### src/rtl/dcim_pkg.sv
// Shared constants and helpers for the DCIM accumulate pipeline.
package dcim_pkg;

  localparam int N_ELEM = 32;               // elements per vector
  localparam int ELEM_W = 4;                // bits per weight/activation element
  localparam int N_ROWS = 4;                // weight rows, one per output channel
  localparam int VEC_W  = N_ELEM * ELEM_W;  // 128-bit packed vector
  localparam int BIT_W  = $clog2(ELEM_W);   // width of a plane bit index
  localparam int ACC_W  = 13;               // accumulator width of the DCIM stage

  // Gate one weight nibble with a single activation bit.
  function automatic logic [ELEM_W-1:0] mask_elem(input logic [ELEM_W-1:0] w,
                                                  input logic              a);
    return w & {ELEM_W{a}};
  endfunction

endpackage

### src/rtl/dcim_plane_gate.sv
// One bit-plane product: every weight nibble ANDed with the selected
// activation bit of the same element.
module dcim_plane_gate
  import dcim_pkg::*;
(
  input  logic [VEC_W-1:0] w_row,
  input  logic [VEC_W-1:0] vec,
  input  logic [BIT_W-1:0] bit_idx,
  output logic [VEC_W-1:0] prod
);

  // Mask each weight nibble with bit bit_idx of the matching activation element.
  always_comb begin
    prod = '0;
    for (int k = 0; k < N_ELEM; k++) begin
      prod[k*ELEM_W +: ELEM_W] = mask_elem(w_row[k*ELEM_W +: ELEM_W],
                                           vec[k*ELEM_W + int'(bit_idx)]);
    end
  end

endmodule

### src/rtl/dcim_bitplane_feeder.sv
// Bit-plane feeder: serialises each accepted activation vector MSB first
// into four planes and emits the four per-row plane products on four
// consecutive cycles, so the downstream group-of-4 counter stays aligned.
module dcim_bitplane_feeder
  import dcim_pkg::*;
(
  input  logic               clk,
  input  logic               rst_n,
  input  logic               w_we,
  input  logic [1:0]         w_sel,
  input  logic [VEC_W-1:0]   w_data,
  input  logic               act_valid,
  output logic               act_ready,
  input  logic [VEC_W-1:0]   act_data,
  output logic               out_valid,
  output logic [VEC_W-1:0]   out_data1,
  output logic [VEC_W-1:0]   out_data2,
  output logic [VEC_W-1:0]   out_data3,
  output logic [VEC_W-1:0]   out_data4
);

  logic [VEC_W-1:0] weights [N_ROWS];
  logic             busy;
  logic [BIT_W-1:0] phase;
  logic [VEC_W-1:0] act_q;

  logic             accept;
  logic             emit;
  logic [VEC_W-1:0] plane_vec;
  logic [BIT_W-1:0] plane_bit;
  logic [VEC_W-1:0] prod [N_ROWS];

  assign act_ready = rst_n & ~busy;
  assign accept    = act_valid & act_ready;
  assign emit      = accept | busy;

  // Select the plane source: the incoming vector's MSB on accept, else the held copy.
  always_comb begin
    plane_vec = act_q;
    plane_bit = phase;
    if (accept) begin
      plane_vec = act_data;
      plane_bit = 2'd3;
    end else begin
      plane_vec = act_q;
      plane_bit = phase;
    end
  end

  for (genvar r = 0; r < N_ROWS; r++) begin : g_gate
    dcim_plane_gate u_gate (
      .w_row   (weights[r]),
      .vec     (plane_vec),
      .bit_idx (plane_bit),
      .prod    (prod[r])
    );
  end

  // Weight file; a write lands after this edge's emission has sampled the old row.
  always_ff @(posedge clk) begin
    if (!rst_n) begin
      for (int r = 0; r < N_ROWS; r++) begin
        weights[r] <= '0;
      end
    end else if (w_we) begin
      weights[w_sel] <= w_data;
    end
  end

  // Busy/phase sequencing: bit 3 emits on accept, bits 2..0 on the following edges.
  always_ff @(posedge clk) begin
    if (!rst_n) begin
      busy  <= 1'b0;
      phase <= 2'd0;
      act_q <= '0;
    end else if (accept) begin
      act_q <= act_data;
      busy  <= 1'b1;
      phase <= 2'd2;
    end else if (busy) begin
      phase <= phase - 2'd1;
      busy  <= (phase != 2'd0);
    end
  end

  // Registered plane products; zero whenever nothing is emitted.
  always_ff @(posedge clk) begin
    if (!rst_n) begin
      out_valid <= 1'b0;
      out_data1 <= '0;
      out_data2 <= '0;
      out_data3 <= '0;
      out_data4 <= '0;
    end else if (emit) begin
      out_valid <= 1'b1;
      out_data1 <= prod[0];
      out_data2 <= prod[1];
      out_data3 <= prod[2];
      out_data4 <= prod[3];
    end else begin
      out_valid <= 1'b0;
      out_data1 <= '0;
      out_data2 <= '0;
      out_data3 <= '0;
      out_data4 <= '0;
    end
  end

endmodule
### config.mk
export PLATFORM = sky130hd
export DESIGN_NAME = dcim_bitplane_feeder
export DESIGN_NICKNAME = d
export VERILOG_FILES = /design/src/rtl/dcim_pkg.sv /design/src/rtl/dcim_plane_gate.sv /design/src/rtl/dcim_bitplane_feeder.sv
export SDC_FILE = /design/constraint.sdc
export NUM_CORES = 2
export LEC_CHECK = 0
export CAP_MARGIN = 20
export CORE_AREA = 4 4 302 304
export CTS_CLUSTER_DIAMETER = 40
export CTS_CLUSTER_SIZE = 25
export DETAILED_ROUTE_END_ITERATION = 10
export DIE_AREA = 0 0 306 308
export HOLD_SLACK_MARGIN = 0.02
export PLACE_DENSITY = 0.72
export SYNTH_ARGS = -nofsm -noshare
export SYNTH_HDL_FRONTEND = slang
export SYNTH_SLANG_ARGS = --single-unit
### constraint.sdc
create_clock -name clk -period 18.7 [get_ports clk]
set_input_delay 1.87 -clock clk [delete_from_list [all_inputs] [get_ports clk]]
set_output_delay 1.87 -clock clk [all_outputs]
set_load 0.1 [all_outputs]
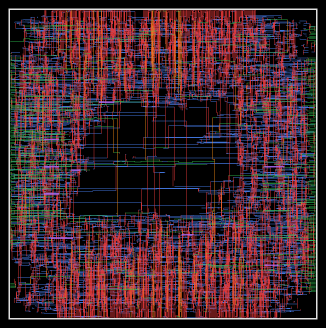
Fig. 1. Wiring by layer.
Drawn at 1 px/micron.
colour	layer	wire length
green	M3	8110 microns
orange	M4	4220 microns
purple	M5	123 microns
blue	M1	45.5 mm
red	M2	56.9 mm
Vias: 24.9k
DR WL/cell: 23.4 microns
final wirelength: 115 mm
Total GRT Usage: 0.237

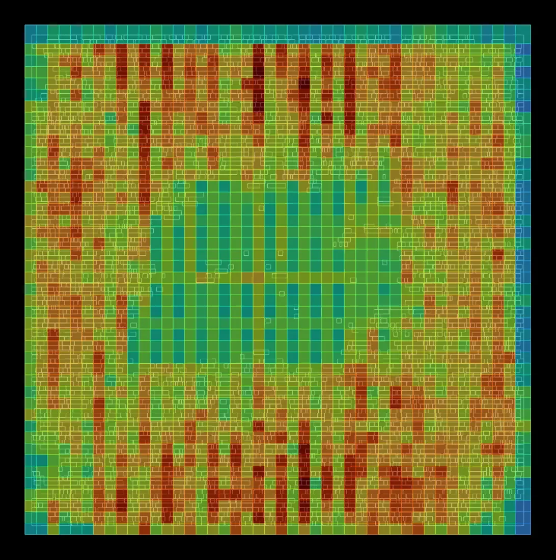
Fig. 2. Track usage over the die.
final design utilization: 0.608
met1 GRT Util: 0.290
GRT busiest layer: met2
GR met3 Demand/Resource: 0.0613
GR Util met2: 0.400

## flip-flops by register name, indices dropped and copies added (netlist names)
register / cells
out_data4: 128
act_q: 128
out_data2: 128
phase: 2
out_data1: 128
out_data3: 128
weights: 512
busy: 1
out_valid: 1
## placed cells by master (no fill, tap or decap), types with 12 or more instances in the layout
master / n
a21boi_0: 264
dfxtp_1: 643
a22oi_4: 32
a21boi_1: 113
and2_1: 384
inv_6: 23
mux2_2: 56
edfxtp_1: 512
nand3_1: 65
nand2_1: 247
nand2_2: 12
clkinv_4: 13
clkdlybuf4s50_1: 772
buf_4: 26
diode_2: 17
and3_1: 128
clkinvlp_4: 14
clkbuf_16: 137
a21boi_2: 200
## path summary, 6_finish.rpt
kind	depth (start not counted)	start	endpoint
setup / recovery	3	rst_n	act_ready
hold / removal	2	act_q[107]$_SDFF_PN0_	act_q[107]$_SDFF_PN0_
setup reg to reg	4	phase[0]$_SDFFE_PP0P_	out_data1[18]$_SDFF_PN0_
hold reg to reg	2	act_q[107]$_SDFF_PN0_	act_q[107]$_SDFF_PN0_
## through the flow
step | worst slack [ns] | cell area, sq um | cells | power [uW] | util
floorplan | 6.84 | 40600 | 2879 | 3340 | -
global placement | 13.23 | 48900 | 4650 | 3560 | 0.555
detailed placement | 13.19 | 48900 | 4650 | 3560 | 0.555
CTS | 13.19 | 53600 | 4900 | 6220 | 0.607
global route | 13.14 | 53600 | 4910 | 6360 | 0.608
finish | 13.19 | 53600 | 4917 | 6170 | 0.608
## per-layer routing
layer,up-vias,share of wire,GRT usage
met5,-,0.0011,0
li1,11600,-,-
met4,18,0.037,0.0974
met2,850,0.50,0.400
met1,12200,0.40,0.290
met3,225,0.071,0.0613
==> results_dict.tcl <==
# place-and-route summary
set metrics [dict create \
    status "completed" \
    pwr-share-seq 0.459 \
    num_tap_cells 1165 \
    p_sw_uw 1680 \
    crit_slowest_cell "clkdlybuf4s50_1" \
    grt_overflow 0 \
    adder_share 0.000308 \
    critPathCaptureType "output pin" \
    htree_levels 4 \
    gp_congestion 0.828 \
    top_cells_by_area "edfxtp_1, dfxtp_1, and2_1" \
    rrSetupSlack_ns 15.76 \
    synthTopCellsByCount "dfxtp_1, edfxtp_1, and2_1" \
    cpLargestDelayFamily "buffers and inverters" \
    clkSinkCount 1156 \
    layout-drive-gt1-share 0.156 \
    synth_chip_area_sq_um 40600 \
    yosys_warnings 0 \
    worst-setup-path-type "in -> out" \
    rsz0062_at_grt "no" \
    hold_slack_ns 0.450 \
    largestClassByArea "flip-flops and latches" \
    die_x_microns 306 \
    syn_nets 3142 \
    report.final.setup_viol 0 \
]
No activity file was given, so power comes from the tool's default toggle rates.
